`src/rtl/audio_pkg.sv`:
```
// Shared constants, FSM state type and sample attenuation helper for the I2S DAC serializer.
package audio_pkg;
  localparam int SAMPLE_W         = 16;
  localparam int SLOT_BITS        = 32;
  localparam int BCLK_DIV_DEFAULT = 8;

  typedef enum logic {
    IDLE = 1'b0,
    RUN  = 1'b1
  } state_e;

  // Arithmetic shift keeps the sign, so full-scale negative input never wraps.
  function automatic logic [SAMPLE_W-1:0] attenuate(
    input logic [SAMPLE_W-1:0] sample,
    input logic [2:0]          shift,
    input logic                mute
  );
    logic signed [SAMPLE_W-1:0] shifted;
    shifted = $signed(sample) >>> shift;
    return mute ? '0 : $unsigned(shifted);
  endfunction
endpackage

```
`src/rtl/audio_dac_serializer_if.sv`:
```
// Sample/control inputs from the synthesizer and I2S outputs to the codec.
interface audio_dac_serializer_if;
  import audio_pkg::*;

  logic                en;
  logic [SAMPLE_W-1:0] sample_in;
  logic [2:0]          vol_shift;
  logic                mute;
  logic                aud_bclk;
  logic                aud_daclrck;
  logic                aud_dacdat;
  logic                frame_start;

  modport master (
    output en, sample_in, vol_shift, mute,
    input  aud_bclk, aud_daclrck, aud_dacdat, frame_start
  );

  modport slave (
    input  en, sample_in, vol_shift, mute,
    output aud_bclk, aud_daclrck, aud_dacdat, frame_start
  );
endinterface

```
`src/rtl/audio_clkgen.sv`:
```
// Bit-clock generator: divides clock50 into aud_bclk and flags the cycle before each falling edge.
module audio_clkgen
  import audio_pkg::*;
#(
  parameter int BCLK_DIV = BCLK_DIV_DEFAULT
) (
  input  logic clock50,
  input  logic reset_n,
  input  logic i_run,
  output logic o_bclk,
  output logic o_fall
);
  localparam int            DW       = (BCLK_DIV > 1) ? $clog2(BCLK_DIV) : 1;
  localparam logic [DW-1:0] DIV_LAST = DW'(BCLK_DIV - 1);

  logic [DW-1:0] r_div;
  logic          r_bclk;
  logic          w_wrap;

  assign w_wrap = (r_div == DIV_LAST);

  always_ff @(posedge clock50 or negedge reset_n) begin
    if (!reset_n) begin
      r_div  <= '0;
      r_bclk <= 1'b0;
    end else if (!i_run) begin
      r_div  <= '0;
      r_bclk <= 1'b0;
    end else if (w_wrap) begin
      r_div  <= '0;
      r_bclk <= ~r_bclk;
    end else begin
      r_div <= r_div + 1'b1;
    end
  end

  assign o_bclk = r_bclk;
  // Registered outputs change on the same edge that drops aud_bclk.
  assign o_fall = i_run && w_wrap && r_bclk;
endmodule

```
`src/rtl/audio_dac_serializer.sv`:
```
// Mono I2S serializer: captures one attenuated sample per frame and sends it MSB-first in both slots.
module audio_dac_serializer #(
  parameter int BCLK_DIV  = audio_pkg::BCLK_DIV_DEFAULT,
  parameter int SLOT_BITS = audio_pkg::SLOT_BITS
) (
  input logic                   clock50,
  input logic                   reset_n,
  audio_dac_serializer_if.slave bus
);
  import audio_pkg::*;

  localparam int            SW        = $clog2(SLOT_BITS);
  localparam logic [SW-1:0] SLOT_LAST = SW'(SLOT_BITS - 1);
  localparam logic [SW-1:0] DATA_END  = SW'(SAMPLE_W);

  state_e              r_state;
  state_e              w_next;
  logic                w_run;
  logic                w_bclk;
  logic                w_fall;
  logic                w_boundary;
  logic                w_capture;
  logic [SW-1:0]       r_slot;
  logic                r_lrck;
  logic                r_dat;
  logic                r_fs;
  logic [SAMPLE_W-1:0] r_hold;
  logic [SAMPLE_W-1:0] r_shift;

  assign w_run = (r_state == RUN);

  audio_clkgen #(
    .BCLK_DIV (BCLK_DIV)
  ) u_clkgen (
    .clock50 (clock50),
    .reset_n (reset_n),
    .i_run   (w_run),
    .o_bclk  (w_bclk),
    .o_fall  (w_fall)
  );

  assign w_boundary = w_fall && (r_slot == SLOT_LAST) && r_lrck;

  always_ff @(posedge clock50 or negedge reset_n) begin
    if (!reset_n) r_state <= IDLE;
    else          r_state <= w_next;
  end

  always_comb begin
    w_next    = r_state;
    w_capture = 1'b0;
    case (r_state)
      IDLE: begin
        if (bus.en) begin
          w_next    = RUN;
          w_capture = 1'b1;
        end
      end
      RUN: begin
        if (w_boundary) begin
          if (bus.en) w_capture = 1'b1;
          else        w_next    = IDLE;
        end
      end
      default: w_next = IDLE;
    endcase
  end

  always_ff @(posedge clock50 or negedge reset_n) begin
    if (!reset_n) begin
      r_slot <= '0;
      r_lrck <= 1'b0;
    end else if (!w_run) begin
      r_slot <= '0;
      r_lrck <= 1'b0;
    end else if (w_fall) begin
      if (r_slot == SLOT_LAST) begin
        r_slot <= '0;
        r_lrck <= ~r_lrck;
      end else begin
        r_slot <= r_slot + 1'b1;
      end
    end
  end

  // One-bit I2S delay: the fall leaving slot 0 presents the MSB, slots 17..31 stay at 0.
  always_ff @(posedge clock50 or negedge reset_n) begin
    if (!reset_n) begin
      r_hold  <= '0;
      r_shift <= '0;
      r_dat   <= 1'b0;
      r_fs    <= 1'b0;
    end else begin
      r_fs <= w_capture;
      if (w_capture) r_hold <= attenuate(bus.sample_in, bus.vol_shift, bus.mute);
      if (!w_run) begin
        r_shift <= '0;
        r_dat   <= 1'b0;
      end else if (w_fall) begin
        if (r_slot == '0) begin
          {r_dat, r_shift} <= {r_hold, 1'b0};
        end else if (r_slot < DATA_END) begin
          {r_dat, r_shift} <= {r_shift, 1'b0};
        end else begin
          r_dat <= 1'b0;
        end
      end
    end
  end

  assign bus.aud_bclk    = w_bclk;
  assign bus.aud_daclrck = r_lrck;
  assign bus.aud_dacdat  = r_dat;
  assign bus.frame_start = r_fs;
endmodule

```
`src/flat_wrapper.sv`:
```
// flat-port wrapper written by rule: the top's interface ports become plain ports
module audio_dac_serializer_flat import audio_pkg::*;
#(
  parameter int BCLK_DIV  = audio_pkg::BCLK_DIV_DEFAULT,
  parameter int SLOT_BITS = audio_pkg::SLOT_BITS
)
  (clock50, reset_n, bus_en, bus_sample_in, bus_vol_shift, bus_mute, bus_aud_bclk, bus_aud_daclrck, bus_aud_dacdat, bus_frame_start);
  audio_dac_serializer_if bus_i ();
  input logic clock50;
  input logic reset_n;
  input wire logic [$bits(bus_i.en)-1:0] bus_en;
  input wire logic [$bits(bus_i.sample_in)-1:0] bus_sample_in;
  input wire logic [$bits(bus_i.vol_shift)-1:0] bus_vol_shift;
  input wire logic [$bits(bus_i.mute)-1:0] bus_mute;
  output wire logic [$bits(bus_i.aud_bclk)-1:0] bus_aud_bclk;
  output wire logic [$bits(bus_i.aud_daclrck)-1:0] bus_aud_daclrck;
  output wire logic [$bits(bus_i.aud_dacdat)-1:0] bus_aud_dacdat;
  output wire logic [$bits(bus_i.frame_start)-1:0] bus_frame_start;
  assign bus_i.en = bus_en;
  assign bus_i.sample_in = bus_sample_in;
  assign bus_i.vol_shift = bus_vol_shift;
  assign bus_i.mute = bus_mute;
  assign bus_aud_bclk = bus_i.aud_bclk;
  assign bus_aud_daclrck = bus_i.aud_daclrck;
  assign bus_aud_dacdat = bus_i.aud_dacdat;
  assign bus_frame_start = bus_i.frame_start;
  audio_dac_serializer #(.BCLK_DIV(BCLK_DIV), .SLOT_BITS(SLOT_BITS)) u_core (.clock50(clock50), .reset_n(reset_n), .bus(bus_i));
endmodule
```
`config.mk`:
```
export PLATFORM = sky130hd
export DESIGN_NAME = audio_dac_serializer_flat
export DESIGN_NICKNAME = d
export VERILOG_FILES = /design/src/rtl/audio_pkg.sv /design/src/rtl/audio_dac_serializer_if.sv /design/src/rtl/audio_clkgen.sv /design/src/rtl/audio_dac_serializer.sv /design/src/flat_wrapper.sv
export SDC_FILE = /design/constraint.sdc
export NUM_CORES = 1
export LEC_CHECK = 0
export CAP_MARGIN = 20
export CORE_MARGIN = 2
export CORE_UTILIZATION = 52
export DETAILED_ROUTE_END_ITERATION = 16
export PLACE_DENSITY_LB_ADDON = 0.3
export RECOVER_POWER = 100
export SKIP_CTS_REPAIR_TIMING = 1
export SLEW_MARGIN = 15
export SYNTH_ARGS = -nofsm -noshare
export SYNTH_HDL_FRONTEND = slang
export SYNTH_HIERARCHICAL = 1
export SYNTH_SLANG_ARGS = --single-unit
```
`constraint.sdc`:
```
create_clock -name clock50 -period 4.2 [get_ports clock50]
set_input_delay 0.63 -clock clock50 [delete_from_list [all_inputs] [get_ports clock50]]
set_output_delay 0.63 -clock clock50 [all_outputs]
set_load 0.005 [all_outputs]
```
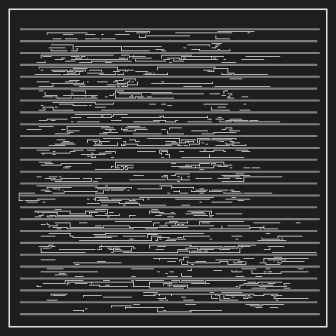
**Above:** run 1 (the metal 1 layer).
Supply wires on this layer in grey.
longest straight run	24.8 um
wire length on this layer	2,330 um
nets with wire on the layer	245
share of all routed wire	51%
main direction	horizontal
met1 usage: 30.3%
final wirelength: 4600 um
total number of vias: 1,752

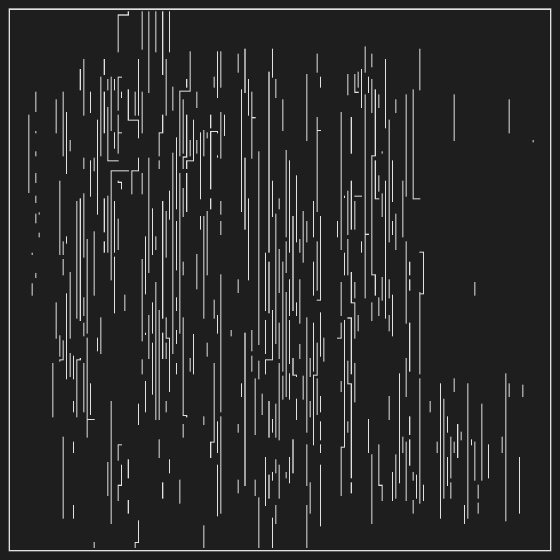
**Above:** run 1 (met2 routing).
main direction	vertical
longest straight run	27.2 um
wire length on this layer	2,090 um
grt met2 use: 29.3%

==> results.ini, run 1 <==
[outcome]
status=finished, violations left
failed_checks=capacitance limit, slew limit

[final_layout]
fin_cells=301
mostFrequentLayoutCells=dfrtp_1 (44), mux2i_1 (33), nand2_1 (27)

[worst_setup_path]
cp.required_ns=4.37
r2r_cells=8
critPathLaunchType=register
crit_end=u_core/r_hold[3]
r2r-start=u_core/u_clkgen/r_div[0]
slowest_stage=clkbuf_1
critPathMaxStageDelay_ns=0.64
end_kind=register

[floorplanning]
fp.coreArea_um2=4440
num_rows=24
initial_utilization_pct=54.8

[clock_tree]
cts_max_level=2
clock_sinks=44
numCtsBuffers=5

[timing]
maxSlewHeadroom_pct=-49.8
drv_slew=45
fin_skew_ns=0.0134
rsz0062_at_grt=no
whs_ns=0.442

[synth]
topCombFamilyByArea=multiplexers
syn_inst=225
ys_sh_adder_pct=2.57
ys_chip_area_um2=2430
postSynth.asyncResetShare_pct=100
avgSynthCellArea_um2=10.8
synthDistinctLibCells=38
edf_count=0
ys_ff=44

[run]
drv_cap=1

[global_route]
overflow=0

[placement]
place.gp.congestion=0.835
place_area_um2=2690
portBuffers=26
post-dp-hpwl_um=3320

[drt]
first_pass_iters=4

[power]
ir_drop_mv=0.216
power_uw=777

[hold_path]
hp-start=u_core/u_clkgen/r_div[0]

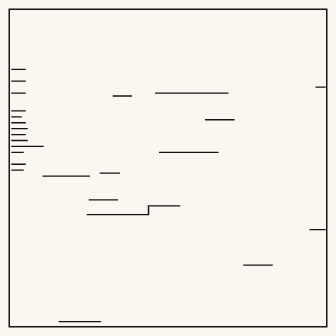
**Above:** run 1 (the metal 3 layer).
wire length on this layer	149 um
share of all routed wire	3.2%
nets with wire on the layer	23
longest straight run	16.6 um
GRT met3 Usage: 3.61%

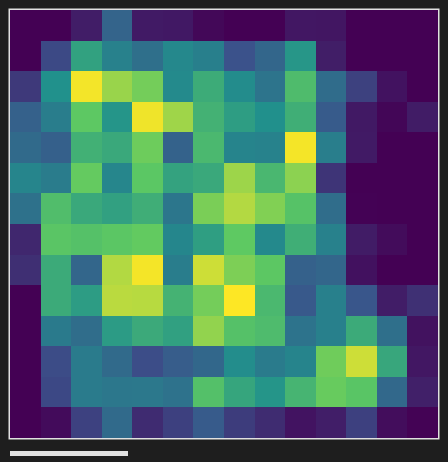
**Above:** run 1 (routed metal per tile).
Bar = 20 um. 14 x 14 tiles, from dark purple (low) to yellow (high), scaled to the fullest tile. Values are wire area over tile area, all layers added.
tiles over half the peak	37%
emptiest ninth of the die	north-east
densest ninth of the die	centre
fullest tile	0.34
GRT Resource Usage Total: 19.9%
Wirelength per Cell: 15.3 um

[run 1: power breakdown]
part	switching, mW	internal, mW
clock	0.150	0.118
sequential	0	0.423
combinational	0.0421	0.0440
total	0.192	0.585
[run 1: cells in the mapped netlist (all sizes together) (2+ instances only)]
library cell | count | area share (%)
dfrtp | 44 | 45
mux2i | 33 | 14
o21ai | 29 | 6.0
nand2 | 27 | 4.2
nor2 | 11 | 1.8
buf | 10 | 3.4
a22oi | 9 | 2.8
a22o | 6 | 2.2
ha | 5 | 2.6
inv | 5 | 0.77
mux2 | 5 | 2.3
mux4 | 5 | 4.8
a21oi | 4 | 0.98
a32o | 4 | 1.6
and2 | 4 | 1.0
and3 | 4 | 1.1
nand2b | 3 | 0.77
nor3b | 3 | 0.93
a21boi | 2 | 0.62
clkbuf | 2 | 0.31
xor2 | 2 | 0.72
[run 1: cell type report]
cell class | instances | area, um2 | area share (%)
clock inverter | 3 | 23.8 | 0.858
multi-input combinational | 163 | 1220 | 44.2
tap | 52 | 65.1 | 2.35
clock buffer | 5 | 68.8 | 2.48
inverter | 6 | 22.5 | 0.813
sequential | 44 | 1100 | 39.7
timing repair buffer | 28 | 265 | 9.57
[run 1: layer usage]
| metal | global-route usage [%] | share of wire (%) |
|---|---|---|
| met5 | 0 | 0 |
| met4 | 5.97 | 0.74 |
| met3 | 3.61 | 3.2 |
| met2 | 29.3 | 45 |
| met1 | 30.3 | 51 |
[run 1: flip-flops by register name, summed over array words and instances (netlist names)]
| register | flops |
|---|---|
| u_core/bus.aud_dacdat | 1 |
| u_core/r_slot | 5 |
| u_core/r_shift | 15 |
| u_core/bus.aud_daclrck | 1 |
| u_core/r_hold | 16 |
| u_core/r_state | 1 |
| u_core/bus.frame_start | 1 |
| u_core/u_clkgen/r_div | 3 |
| u_core/u_clkgen/o_bclk | 1 |
**Run 1: clock wiring as the flow saved it**

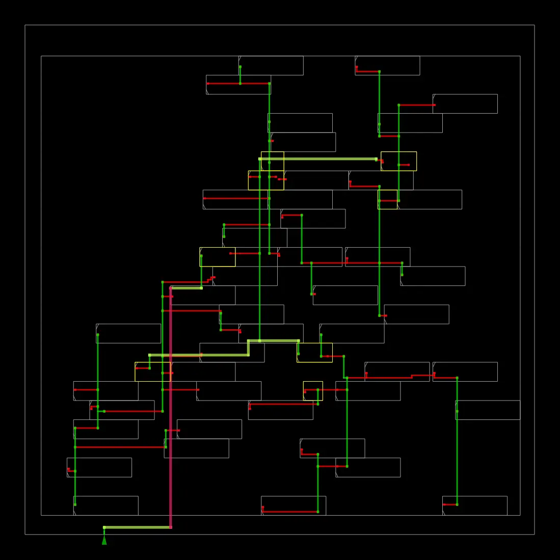

## Run 2: what changed since run 1
- clock period: 4.2 -> 3.15 ns (I/O delays scaled with it)
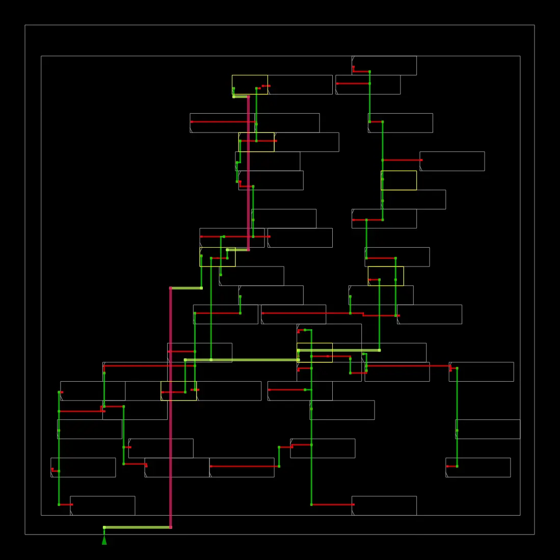
**Above:** run 2 (clock wiring as the flow saved it).
layout clock buffer count: 7
# clock sinks: 44
number of sequential cells: 44

==> results.ini, run 2 <==
[outcome]
status=finished, violations left  ; unchanged
failed_checks=capacitance limit, slew limit  ; unchanged

[final_layout]
fin_cells=302  ; was 301
fill_cells=371  ; was 370
largest-register=u_core/r_hold  ; unchanged
layout.nets=278  ; was 276
lay_top_count=dfrtp_1  ; unchanged
top_regs=u_core/r_hold: 16 flops, u_core/r_shift: 15 flops, u_core/r_slot: 5 flops  ; unchanged
mostFrequentLayoutCells=dfrtp_1 (44), mux2i_1 (33), nand2_1 (27)  ; unchanged
layout-drive-gt1-share_pct=9.60  ; was 8.43%
area_growth_pct=14.5  ; was 13.9%
diodes=0  ; unchanged
fin_util_pct=62.7  ; was 62.4%
largest_register_ffs=16  ; unchanged

[synth]
common_cells=dfrtp_1 (44), mux2i_1 (33), nand2_1 (27)  ; unchanged
edf_count=0  ; unchanged
ys_cells=225  ; unchanged
top_area_share_pct=45.2  ; unchanged
flop_cell=dfrtp_1  ; unchanged
synth-seq-area-share_pct=45.2  ; unchanged
synthDistinctLibCells=38  ; unchanged
avgSynthCellArea_um2=10.8  ; unchanged
postSynth.asyncResetShare_pct=100  ; unchanged
yosys_warnings=6  ; unchanged
yosysTopAreaCell=dfrtp_1  ; unchanged
syn_area_um2=2430  ; unchanged
ys_ff=44  ; unchanged
area_leaders=dfrtp_1 (45%), mux2i_1 (14%), o21ai_0 (4.3%), nand2_1 (4.2%), mux4_2 (3.7%)  ; unchanged
syn_inst=225  ; unchanged
most_common_cell=dfrtp_1  ; unchanged
ys_chip_area_um2=2430  ; unchanged

[timing]
rsz0062_at_grt=no  ; unchanged
period_used_pct=76.8  ; was 71.5%
tns_ns=0  ; unchanged
maxSlewHeadroom_pct=-49.9  ; was -49.8%
fin_crit_ns=2.42  ; was 3.00 ns
fin_skew_ns=0.00894  ; was 0.0134 ns
finalSetupViolCount=0  ; unchanged
whs_ns=0.436  ; was 0.442 ns
drv_slew=45  ; unchanged
fmax_ghz=0.414  ; was 0.333 GHz
hold_violations=0  ; unchanged

[global_route]
grt_pass1_wl_um=7800  ; was 8180 um
grtUsageTotal_pct=19.3  ; was 19.9%
antenna_found_initial=0  ; unchanged
grt_pass1_vias=1645  ; was 1,692
overflow=0  ; unchanged
grt_max_degree=45  ; unchanged

[floorplanning]
die_w_um=72.4  ; unchanged
pin_count=27  ; unchanged
num_rows=24  ; unchanged
initial_utilization_pct=54.8  ; unchanged
fp.coreArea_um2=4440  ; unchanged
die_h_um=72.4  ; unchanged
dieArea_um2=5240  ; unchanged

[power]
p_leak_nw=1.25  ; was 1.23 nW
powerDensity_nw_per_um2=376  ; was 280 nW/um2
power_mw=1.05  ; was 777 uW
ir_drop_mv=0.245  ; was 0.216 mV

[drt]
drc=0  ; unchanged
drt-vias-per-instance=5.71  ; was 5.82
wl_per_cell_um=14.5  ; was 15.3 um
first_iter_violations=115  ; was 100
first_pass_iters=4  ; unchanged
ant_nets=0  ; unchanged

[placement]
place_area_um2=2700  ; was 2690 um2
post-dp-hpwl_um=3290  ; was 3320 um
dp.cells=295  ; was 293
portBuffers=26  ; unchanged
place.gp.congestion=0.832  ; was 0.835
pre_cts_ws_ns=0.771  ; was 1.42 ns

[worst_setup_path]
crit_chain=inv_1 -> ha_1 -> nor4b_2 -> buf_4 -> mux2i_1 -> o21ai_0  ; was ha_1 -> ha_1 -> and3_1 -> and3_1 -> o21ai_0 -> clkbuf_1 -> nor2_1 -> a32o_1
r2r_slack_ns=0.73  ; was 1.20 ns
end_kind=register  ; unchanged
critPathMaxStageDelay_ns=1.01  ; was 0.64 ns
cp.required_ns=3.31  ; was 4.37 ns
critPathLaunchType=register  ; unchanged
arrival_ns=2.58  ; was 3.18 ns
path_max_fanout=10  ; was 20
slowest_stage=nor4b_2  ; was clkbuf_1

[run]
drv_cap=1  ; unchanged

[clock_tree]
cts_tree=built  ; unchanged
cts_max_level=2  ; unchanged
numCtsBuffers=5  ; unchanged

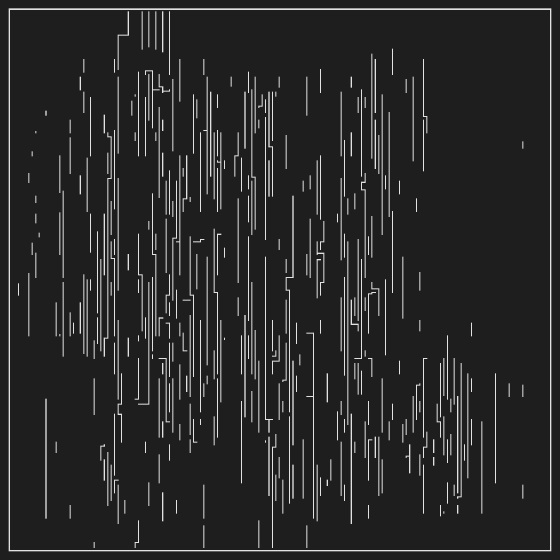
**Above:** run 2 (met2 routing).
share of all routed wire	44%
longest straight run	24.8 um
nets with wire on the layer	217
grt met2 use: 27.5%
total number of vias: 1,724
final wirelength: 4390 um

-- run 2: final cells by class --
class,count,area [um2],area share (%)
sequential,44,1100,39.5
clock buffer,7,96.3,3.46
multi-input combinational,163,1220,43.7
inverter,6,22.5,0.808
timing repair buffer,30,284,10.2
tap,52,65.1,2.33
-- run 2: critical path, delay by kind of cell (launching register included) --
kind / cells / cell delay [ns]
fa+ha+maj: 1 / 0.14
mux: 1 / 0.21
flops: 1 / 0.39
buf+inv: 2 / 0.44
simple gates: 1 / 1.01
compound gates: 1 / 0.09
-- run 2: kinds of logic after synthesis --
group,synth area share (%)
and+or+nand+nor,11.4
AOI/OAI and AO/OA,14.8
DFF,45.2
muxes,20.7
buffers and inverters,4.63
adders and majority gates,2.57
xor gates and xnor gates,0.720
-- run 2: per-layer routing --
metal,GRT usage (%),part of all wire (%)
met3,3.33,4.2
met5,0,0
met4,8.02,1.6
met2,27.5,44
met1,29.0,50
-- run 2: worst paths after layout --
path                                           from                       end  cells after the start
setup / recovery                   u_core/r_slot[0]         u_core/r_shift[8]                      6
hold / removal             u_core/u_clkgen/r_div[0]  u_core/u_clkgen/r_div[0]                      1
setup reg to reg                   u_core/r_slot[0]         u_core/r_shift[8]                      6
hold reg to reg            u_core/u_clkgen/r_div[0]  u_core/u_clkgen/r_div[0]                      1
max in group asynchronous                   reset_n          u_core/r_hold[0]                      1
min in group asynchronous                   reset_n  u_core/u_clkgen/r_div[2]                      1
-- run 2: power by group --
| part | internal (mW) | total [mW] | switching, mW | leakage (nW) |
|---|---|---|---|---|
| Clock | 0.195 | 0.367 | 0.172 | 0.0503 |
| Sequential | 0.565 | 0.565 | 0 | 0.595 |
| Combinational | 0.0600 | 0.116 | 0.0564 | 0.603 |
**Run 2: routed metal per tile**

Bar = 20 um. 14 x 14 tiles, from dark purple (low) to yellow (high), scaled to the fullest tile. Values are wire area over tile area, all layers added.
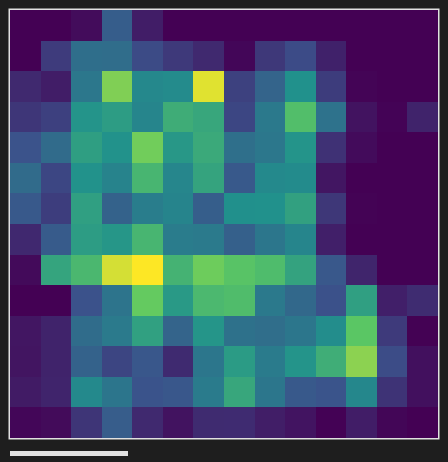

## Run 3: what changed since run 2
- clock period: 3.15 -> 2.3 ns (I/O delays scaled with it)
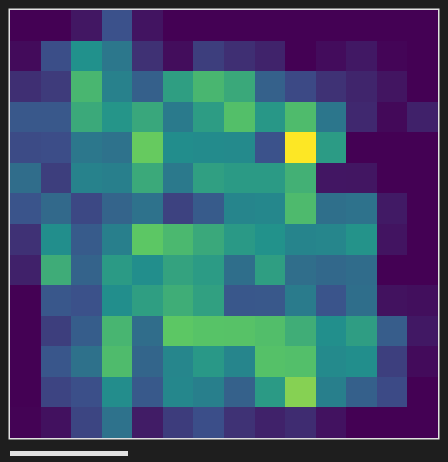
**Above:** run 3 (routed metal per tile).
Bar = 20 um. 14 x 14 tiles, from dark purple (low) to yellow (high), scaled to the fullest tile. Values are wire area over tile area, all layers added.
densest ninth of the die	centre
mean over tiles	0.14
tiles over half the peak	24%
fullest tile	0.44
emptiest ninth of the die	north-east
final wirelength: 4630 um
total number of vias: 1,774

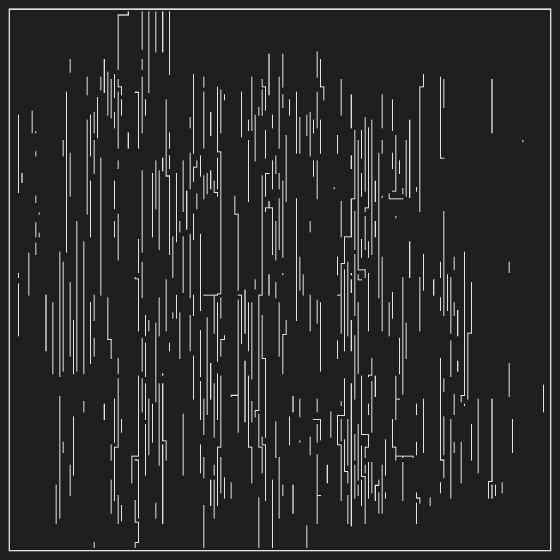
**Above:** run 3 (met2 routing).
share of all routed wire	45%
wire length on this layer	2,100 um
longest straight run	21.4 um
nets with wire on the layer	231
main direction	vertical
grt met2 use: 31.6%

==> results.ini, run 3 <==
[hold_path]
whs_path_depth=1  ; unchanged
holdPathEnd=u_core/u_clkgen/r_div[0]  ; unchanged
hp-start=u_core/u_clkgen/r_div[0]  ; unchanged

[synth]
avgSynthCellArea_um2=10.8  ; unchanged
synth-xor-area-share_pct=0.720  ; unchanged
postSynth.asyncResetShare_pct=100  ; unchanged
ys_cells=225  ; unchanged
syn_area_um2=2430  ; unchanged
flop_cell=dfrtp_1  ; unchanged
most_common_cell=dfrtp_1  ; unchanged
yosys_warnings=6  ; unchanged
synthMuxAreaShare_pct=20.7  ; unchanged
area_leaders=dfrtp_1 (45%), mux2i_1 (14%), o21ai_0 (4.3%), nand2_1 (4.2%), mux4_2 (3.7%)  ; unchanged
common_cells=dfrtp_1 (44), mux2i_1 (33), nand2_1 (27)  ; unchanged
synthDistinctLibCells=38  ; unchanged
ys_sh_adder_pct=2.57  ; unchanged
yosys.area_share.aoi_pct=14.8  ; unchanged
edf_count=0  ; unchanged
simple_gate_share_pct=11.4  ; unchanged

[placement]
portBuffers=26  ; unchanged
place.gp.congestion=0.808  ; was 0.832
pre_cts_ws_ns=0.155  ; was 0.771 ns
post-dp-hpwl_um=3570  ; was 3290 um
dp.cells=303  ; was 295
place_area_um2=2760  ; was 2700 um2

[timing]
tns_ns=0  ; unchanged
rsz0062_at_grt=no  ; unchanged
fmax_ghz=0.464  ; was 0.414 GHz
finalSetupViolCount=0  ; unchanged
whs_ns=0.440  ; was 0.436 ns
maxSlewHeadroom_pct=49.4  ; was -49.9%
period_used_pct=93.6  ; was 76.8%
fin_skew_ns=0.00304  ; was 0.00894 ns
hold_violations=0  ; unchanged

[drt]
first_pass_iters=4  ; unchanged
drc=0  ; unchanged
ant_nets=0  ; unchanged
top_layer=met4  ; unchanged
wl_met1_um=2310  ; was 2180 um
wl_met2_um=2100  ; was 1950 um
met3_length_um=142  ; was 186 um
first_iter_violations=108  ; was 115

[floorplanning]
initial_utilization_pct=54.8  ; unchanged
die_w_um=72.4  ; unchanged
pin_count=27  ; unchanged
dieArea_um2=5240  ; unchanged
num_rows=24  ; unchanged
fp.coreArea_um2=4440  ; unchanged

[worst_setup_path]
r2r-start=u_core/r_slot[1]  ; was u_core/r_slot[0]
path_max_fanout=10  ; unchanged
cp.required_ns=2.48  ; was 3.31 ns
arrival_ns=2.34  ; was 2.58 ns
r2r_slack_ns=0.15  ; was 0.73 ns
r2r_cells=7  ; was 6
r2r-end=u_core/r_hold[3]  ; was u_core/r_shift[8]

[final_layout]
layout.nets=287  ; was 278
fin_util_pct=64.3  ; was 62.7%
layout-drive-gt1-share_pct=12.4  ; was 9.60%
fill_cells=387  ; was 371
mostFrequentLayoutCells=dfrtp_1 (44), mux2i_1 (33), nand2_1 (27)  ; unchanged
diodes=0  ; unchanged
largest_register_ffs=16  ; unchanged
top_regs=u_core/r_hold: 16 flops, u_core/r_shift: 15 flops, u_core/r_slot: 5 flops  ; unchanged
layout.area.comb_um2=1230  ; was 1220 um2
largest-register=u_core/r_hold  ; unchanged
seq_area_um2=1100  ; unchanged
fin_cells=311  ; was 302
area_growth_pct=17.5  ; was 14.5%

[power]
p_leak_nw=1.29  ; was 1.25 nW
ir_drop_mv=0.360  ; was 0.245 mV
power_mw=1.44  ; was 1.05 mW
powerDensity_nw_per_um2=505  ; was 376 nW/um2

[global_route]
grt_pass1_wl_um=8100  ; was 7800 um
grt_max_degree=19  ; was 45
overflow=0  ; unchanged
grtUsageTotal_pct=20.0  ; was 19.3%
antenna_found_initial=0  ; unchanged

[run]
drv_cap=0  ; was 1

[clock_tree]
numCtsBuffers=5  ; unchanged
cts_max_level=2  ; unchanged

[outcome]
status=finished, final reports clean  ; was finished, violations left

run 3: area by class of cell:
| cell class | count | share of cell area, % |
|---|---|---|
| repair buffers | 39 | 12.1 |
| clock buffers | 7 | 3.37 |
| multi-input cells | 163 | 43.0 |
| flip-flops and latches | 44 | 38.5 |
| inverters | 6 | 0.788 |
| well taps | 52 | 2.28 |
run 3: power breakdown:
part / leakage [nW] / internal, mW / switching (mW)
Combinational: 0.641 / 0.0874 / 0.0773
Sequential: 0.595 / 0.773 / 0
Clock: 0.0503 / 0.267 / 0.238
Total: 1.29 / 1.13 / 0.316
run 3: cells by family after synthesis:
| family | after synthesis |
|---|---|
| buffers and inverters | 18 |
| AND/OR/NAND/NOR | 57 |
| adder cells (fa/ha/maj) | 5 |
| flip-flops | 44 |
| AND-OR/OR-AND | 56 |
| XOR/XNOR | 2 |
| multiplexers | 43 |
run 3: routing by layer:
metal,vias to the layer above,track usage [%]
li1,882,-
met1,851,27.9
met2,34,31.6
met3,7,3.75
met4,0,6.79
met5,-,0
run 3: how the worst max path moves through the flow:
| stage | startpoint | end | slack (ns) |
|---|---|---|---|
| finish | u_core/r_slot[1] | u_core/r_hold[3] | 0.15 |
| global route | u_core/r_slot[0] | u_core/r_hold[3] | 0.01 |
| CTS | u_core/r_slot[0] | u_core/r_hold[3] | 0.16 |
| detailed placement | bus_vol_shift[1] | u_core/r_hold[14] | 0.15 |
| global placement | bus_vol_shift[1] | u_core/r_hold[7] | 0.18 |
| floorplan | u_core/u_clkgen/r_div[0] | u_core/r_hold[0] | 0.43 |
run 3: critical path, stage by stage (launching register included):
cell	delay (ns)
dfrtp_1	0.42
ha_1	0.22
and3_1	0.19
ha_1	0.24
and3_1	0.19
o21ai_1	0.36
nor2_2	0.17
a32o_1	0.25
No activity file was given, so power comes from the tool's default toggle rates.
